<file path="config.mk">
export PLATFORM = sky130hd
export DESIGN_NAME = pipeline_hazard_ctrl
export DESIGN_NICKNAME = d
export VERILOG_FILES = /design/src/rtl/pipeline_ctrl_pkg.sv /design/src/rtl/pipeline_hazard_ctrl_sat_counter.sv /design/src/rtl/pipeline_hazard_ctrl.sv
export SDC_FILE = /design/constraint.sdc
export NUM_CORES = 1
export LEC_CHECK = 0
export CORE_UTILIZATION = 47
export DETAILED_ROUTE_END_ITERATION = 10
export PLACE_DENSITY = 0.9
export SYNTH_ARGS = -nofsm -noshare
export SYNTH_HDL_FRONTEND = slang
export SYNTH_SLANG_ARGS = --single-unit
</file>
<file path="constraint.sdc">
create_clock -name Clock -period 2.61 [get_ports Clock]
set_clock_uncertainty 0.05 [all_clocks]
set_input_delay 0.522 -clock Clock [delete_from_list [all_inputs] [get_ports Clock]]
set_output_delay 0.522 -clock Clock [all_outputs]
set_load 0.05 [all_outputs]
</file>
<file path="src/rtl/pipeline_ctrl_pkg.sv">
// Shared types and constants for the pipeline hazard sequencer.
package pipeline_ctrl_pkg;

    typedef enum logic [0:0] {
        ST_RUN      = 1'b0,
        ST_MEM_WAIT = 1'b1
    } hz_state_e;

    localparam int REG_W = 5;
    localparam logic [REG_W-1:0] REG_ZERO = '0;

endpackage

</file>
<file path="src/rtl/pipeline_hazard_ctrl_sat_counter.sv">
// Saturating up-counter used for the stall/flush debug statistics.
module sat_counter #(
    parameter int W = 16
) (
    input  logic         clk,
    input  logic         rst_n,
    input  logic         inc,
    input  logic         clear,
    output logic [W-1:0] count
);

    logic [W-1:0] count_q;
    logic [W-1:0] count_d;

    always_comb begin
        count_d = count_q;
        if (clear) begin
            count_d = '0;
        end else if (inc && (count_q != {W{1'b1}})) begin
            count_d = count_q + 1'b1;
        end
    end

    always_ff @(posedge clk or negedge rst_n) begin
        if (!rst_n) begin
            count_q <= '0;
        end else begin
            count_q <= count_d;
        end
    end

    assign count = count_q;

endmodule

</file>
<file path="src/rtl/pipeline_hazard_ctrl.sv">
// Stall/flush sequencer for the five-stage pipeline: load-use, taken branch
// in MEM, and multi-cycle data-memory accesses with timeout.
module pipeline_hazard_ctrl
    import pipeline_ctrl_pkg::*;
#(
    parameter int MEM_TIMEOUT = 255,
    parameter int CNT_W       = 16
) (
    input  logic             Clock,
    input  logic             Reset,
    input  logic [REG_W-1:0] ID_rs,
    input  logic [REG_W-1:0] ID_rt,
    input  logic             ID_UsesRt,
    input  logic             EX_MemRead,
    input  logic [REG_W-1:0] EX_rDest,
    input  logic             MEM_PCSrc,
    input  logic             MEM_MemAccess,
    input  logic             DMem_Ready,
    output logic             DMem_Req,
    output logic             PC_Write,
    output logic             IFID_Write,
    output logic             IDEX_Write,
    output logic             EXMEM_Write,
    output logic             IFID_Flush,
    output logic             IDEX_Flush,
    output logic             EXMEM_Flush,
    output logic             MEMWB_Bubble,
    output logic             Timeout_Err,
    output logic [CNT_W-1:0] StallCycles,
    output logic [CNT_W-1:0] FlushEvents
);

    localparam int WAIT_W = $clog2(MEM_TIMEOUT + 1);

    hz_state_e         state_q, state_d;
    logic [WAIT_W-1:0] wait_cnt_q, wait_cnt_d;
    logic              timeout_err_q, timeout_err_d;

    logic load_use;
    logic apply_rules;
    logic stall_inc, flush_inc;
    logic req, pc_we, ifid_we, idex_we, exmem_we;
    logic ifid_fl, idex_fl, exmem_fl, bubble;

    assign load_use = EX_MemRead && (EX_rDest != REG_ZERO) &&
                      ((EX_rDest == ID_rs) || (ID_UsesRt && (EX_rDest == ID_rt)));

    always_comb begin
        state_d       = state_q;
        wait_cnt_d    = wait_cnt_q;
        timeout_err_d = timeout_err_q;
        req           = 1'b0;
        pc_we         = 1'b1;
        ifid_we       = 1'b1;
        idex_we       = 1'b1;
        exmem_we      = 1'b1;
        ifid_fl       = 1'b0;
        idex_fl       = 1'b0;
        exmem_fl      = 1'b0;
        bubble        = 1'b0;
        stall_inc     = 1'b0;
        flush_inc     = 1'b0;
        apply_rules   = 1'b0;

        case (state_q)
            ST_RUN: begin
                req = MEM_MemAccess;
                if (MEM_MemAccess && !DMem_Ready) begin
                    state_d   = ST_MEM_WAIT;
                    pc_we     = 1'b0;
                    ifid_we   = 1'b0;
                    idex_we   = 1'b0;
                    exmem_we  = 1'b0;
                    bubble    = 1'b1;
                    stall_inc = 1'b1;
                end else begin
                    apply_rules = 1'b1;
                end
            end
            ST_MEM_WAIT: begin
                req        = 1'b1;
                wait_cnt_d = wait_cnt_q + 1'b1;
                if (DMem_Ready) begin
                    state_d     = ST_RUN;
                    wait_cnt_d  = '0;
                    apply_rules = 1'b1;
                end else begin
                    pc_we     = 1'b0;
                    ifid_we   = 1'b0;
                    idex_we   = 1'b0;
                    exmem_we  = 1'b0;
                    bubble    = 1'b1;
                    stall_inc = 1'b1;
                    // Abort: EX/MEM takes a bubble while ID/EX holds, so the EX op replays.
                    if (wait_cnt_q == WAIT_W'(MEM_TIMEOUT - 1)) begin
                        timeout_err_d = 1'b1;
                        exmem_we      = 1'b1;
                        exmem_fl      = 1'b1;
                        state_d       = ST_RUN;
                        wait_cnt_d    = '0;
                    end
                end
            end
            default: begin
                state_d    = ST_RUN;
                wait_cnt_d = '0;
            end
        endcase

        if (apply_rules) begin
            if (MEM_PCSrc) begin
                ifid_fl   = 1'b1;
                idex_fl   = 1'b1;
                exmem_fl  = 1'b1;
                flush_inc = 1'b1;
            end else if (load_use) begin
                pc_we     = 1'b0;
                ifid_we   = 1'b0;
                idex_fl   = 1'b1;
                stall_inc = 1'b1;
            end
        end
    end

    always_ff @(posedge Clock or negedge Reset) begin
        if (!Reset) begin
            state_q       <= ST_RUN;
            wait_cnt_q    <= '0;
            timeout_err_q <= 1'b0;
        end else begin
            state_q       <= state_d;
            wait_cnt_q    <= wait_cnt_d;
            timeout_err_q <= timeout_err_d;
        end
    end

    // While reset is held the pipeline free-runs with no requests or bubbles.
    assign DMem_Req     = Reset & req;
    assign PC_Write     = ~Reset | pc_we;
    assign IFID_Write   = ~Reset | ifid_we;
    assign IDEX_Write   = ~Reset | idex_we;
    assign EXMEM_Write  = ~Reset | exmem_we;
    assign IFID_Flush   = Reset & ifid_fl;
    assign IDEX_Flush   = Reset & idex_fl;
    assign EXMEM_Flush  = Reset & exmem_fl;
    assign MEMWB_Bubble = Reset & bubble;
    assign Timeout_Err  = timeout_err_q;

    sat_counter #(.W(CNT_W)) u_stall_cnt (
        .clk   (Clock),
        .rst_n (Reset),
        .inc   (stall_inc),
        .clear (1'b0),
        .count (StallCycles)
    );

    sat_counter #(.W(CNT_W)) u_flush_cnt (
        .clk   (Clock),
        .rst_n (Reset),
        .inc   (flush_inc),
        .clear (1'b0),
        .count (FlushEvents)
    );

endmodule
</file>
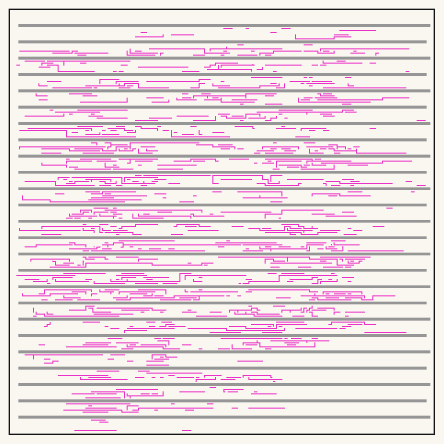
Figure 1: run 1, metal 1.
(6 px per um) Supply wires on this layer in gray.
share of all routed wire = 41%
nets with wire on the layer = 293
wire length on this layer = 2370 um
Global Route met1 Usage: 26.9%
Detailed Route WL: 5720 um
overall via count from detail_route: 1995

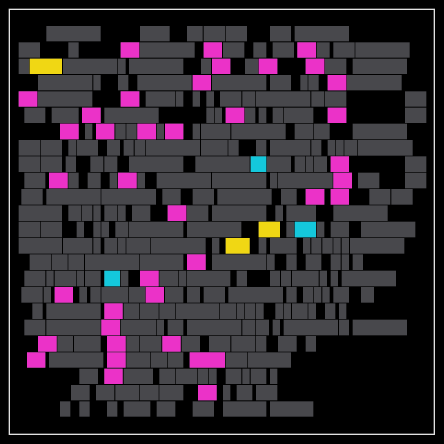
Figure 2: run 1, logic cells by family.
(6 px per um)
magenta -> XOR/XNOR gates  # cells 38, where all over the die
cyan -> AND-OR and OR-AND gates  # cells 3
yellow -> multiplexers  # cells 3
leading cell type in the layout, fill and taps excluded: sky130_fd_sc_hd__dfrtp_1
logic share of the area: 35.9%
Layout Cells excl Fill: 364

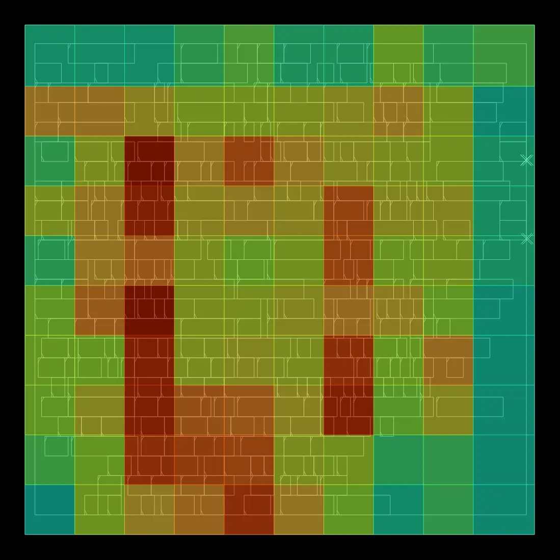
Figure 3: run 1, routing congestion.
GR Util met3: 3.99%
average detailed-routed wire length per instance: 15.7 um
Final Util: 72.7%
most heavily used metal layer in global routing: met2
GR Layer Usage met2: 38.5%

==> Flow_metrics.wiki, run 1 <==
=== Physical design figures ===
{| class="wikitable"
! Metric !! Value
|-
| Required time of the critical path || 2.73 ns
|-
| Most area-hungry cell class in the final design || logic gates
|-
| Seq area share || 32.5%
|-
| Post-detailed-route via-to-cell ratio || 5.48
|-
| Clock period minus final worst setup slack || 2.58 ns
|-
| Number of max-cap violations || 0
|-
| Finished Cell Area || 3230 um^2
|-
| Share of flip-flops with an asynchronous set or reset || 100%
|-
| Achievable frequency || 387 MHz
|-
| Cell area power density || 733 nW/um^2
|-
| DRT iter0 DRCs || 112
|-
| Count of nets after finishing || 337
|-
| Result of the run || finished with violations
|-
| Number of enable-type register cells in the synthesized netlist || 0
|-
| Group with the largest share of power || combinational logic
|-
| Share of cell area taken by muxes after synthesis || 1.64%
|-
| Top layer in use || met4
|-
| Crit path launch type || input port
|-
| Total length of routed met3 wires || 315 um
|-
| Worst reg2reg setup slack || 0.37 ns
|-
| Combinational power || 1030 uW
|-
| Remaining routing DRC violations || 5
|-
| Worst hold slack after final layout || 0.212 ns
|-
| Warnings from Yosys || 0
|-
| Initial antenna violation count || 1
|-
| Violations in the final reports || DRC
|-
| CP Launch Point || EX_rDest[4]
|}
Figure 4. Layout detail (run 1).
Window x 20 to 50, y 34 to 64 um. Cells in gray, sequential cells in the stronger gray; small squares are vias.
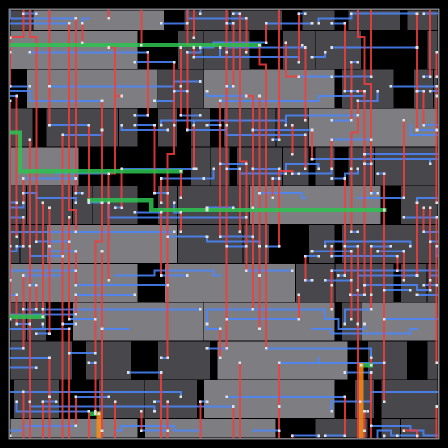

==> run 1 -> run 2 <==
- REMOVE_ABC_BUFFERS: default -> 1
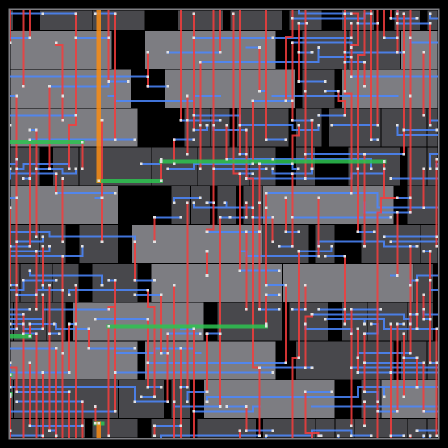
Figure 5: run 2, layout detail.
Window x 20 to 50, y 34 to 64 um. Cells in gray, sequential cells in the stronger gray; small squares are vias.
red -> met2
green -> met3
blue -> met1
orange -> met4
netlist names of flops here include = `u_flush_cnt.count` (7), `u_stall_cnt.count` (7)
most frequent = dfrtp_1 (15), nand2_1 (10), clkdlybuf4s50_1 (7)
sequential cells in the window = 15
cells with their middle in the window = 77

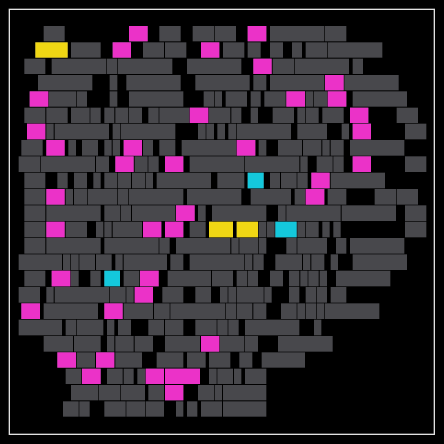
Figure 6: run 2, logic cells by family.
(6 px per um)
magenta -> XOR/XNOR gates  # cells 38, where all over the die
cyan -> AND-OR and OR-AND gates  # cells 3
yellow -> multiplexers  # cells 3

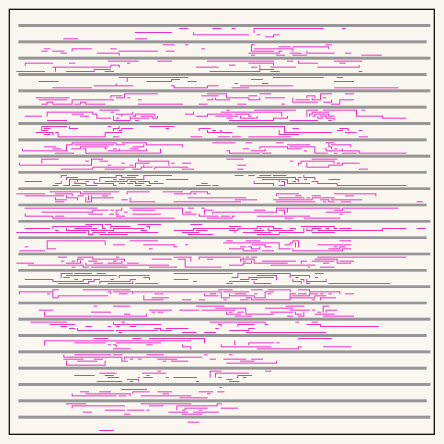
Figure 7: run 2, metal 1.
(6 px per um) Supply wires on this layer in gray.
wire length on this layer = 2360 um
main direction = horizontal
longest straight run = 24.4 um
share of all routed wire = 42%

==> Flow_metrics.wiki, run 2 <==
=== Physical design figures ===
{| class="wikitable"
! Metric !! Value
|-
| Remaining routing DRC violations || 2
|-
| Finished Cell Area || 3210 um^2
|-
| Seq area share || 32.7%
|-
| Detailed Route WL || 5560 um
|-
| Achievable frequency || 386 MHz
|-
| Warnings from Yosys || 0
|-
| Most area-hungry cell class in the final design || logic gates
|-
| Average detailed-routed wire length per instance || 15.3 um
|-
| Crit path launch type || input port
|-
| Summed negative setup slack over all endpoints || 0 ns
|-
| Combinational power || 1010 uW
|-
| Share of cell area taken by muxes after synthesis || 1.64%
|-
| Count of nets after finishing || 336
|-
| Initial antenna violation count || 0
|-
| Unique cell types || 39
|-
| Number of enable-type register cells in the synthesized netlist || 0
|-
| Fill cell total of the finished layout || 310
|-
| Group with the largest share of power || combinational logic
|-
| Global Route met1 Usage || 27.8%
|-
| Clock period minus final worst setup slack || 2.59 ns
|-
| Result of the run || finished with violations
|-
| Overall via count from detail_route || 2011
|-
| Total length of routed met3 wires || 207 um
|-
| Logic share of the area || 35.7%
|-
| Required time of the critical path || 2.04 ns
|-
| Final worst-path cycle share || 99.4%
|-
| Cell area power density || 743 nW/um^2
|-
| Layout Cells excl Fill || 363
|-
| Endpoint of the worst hold path || Timeout_Err
|-
| Post-detailed-route via-to-cell ratio || 5.54
|-
| GR Util met3 || 5.27%
|-
| Most heavily used metal layer in global routing || met2
|-
| Share of flip-flops with an asynchronous set or reset || 100%
|-
| Leading cell type in the layout, fill and taps excluded || sky130_fd_sc_hd__dfrtp_1
|-
| Violations in the final reports || DRC
|-
| Number of max-cap violations || 0
|-
| Worst reg2reg setup slack || 0.49 ns
|-
| Final Util || 72.3%
|-
| Clock Tree Buf Depth || 2
|-
| Top layer in use || met4
|}
Power figures rest on the tool's default switching activity, not on a simulated workload.
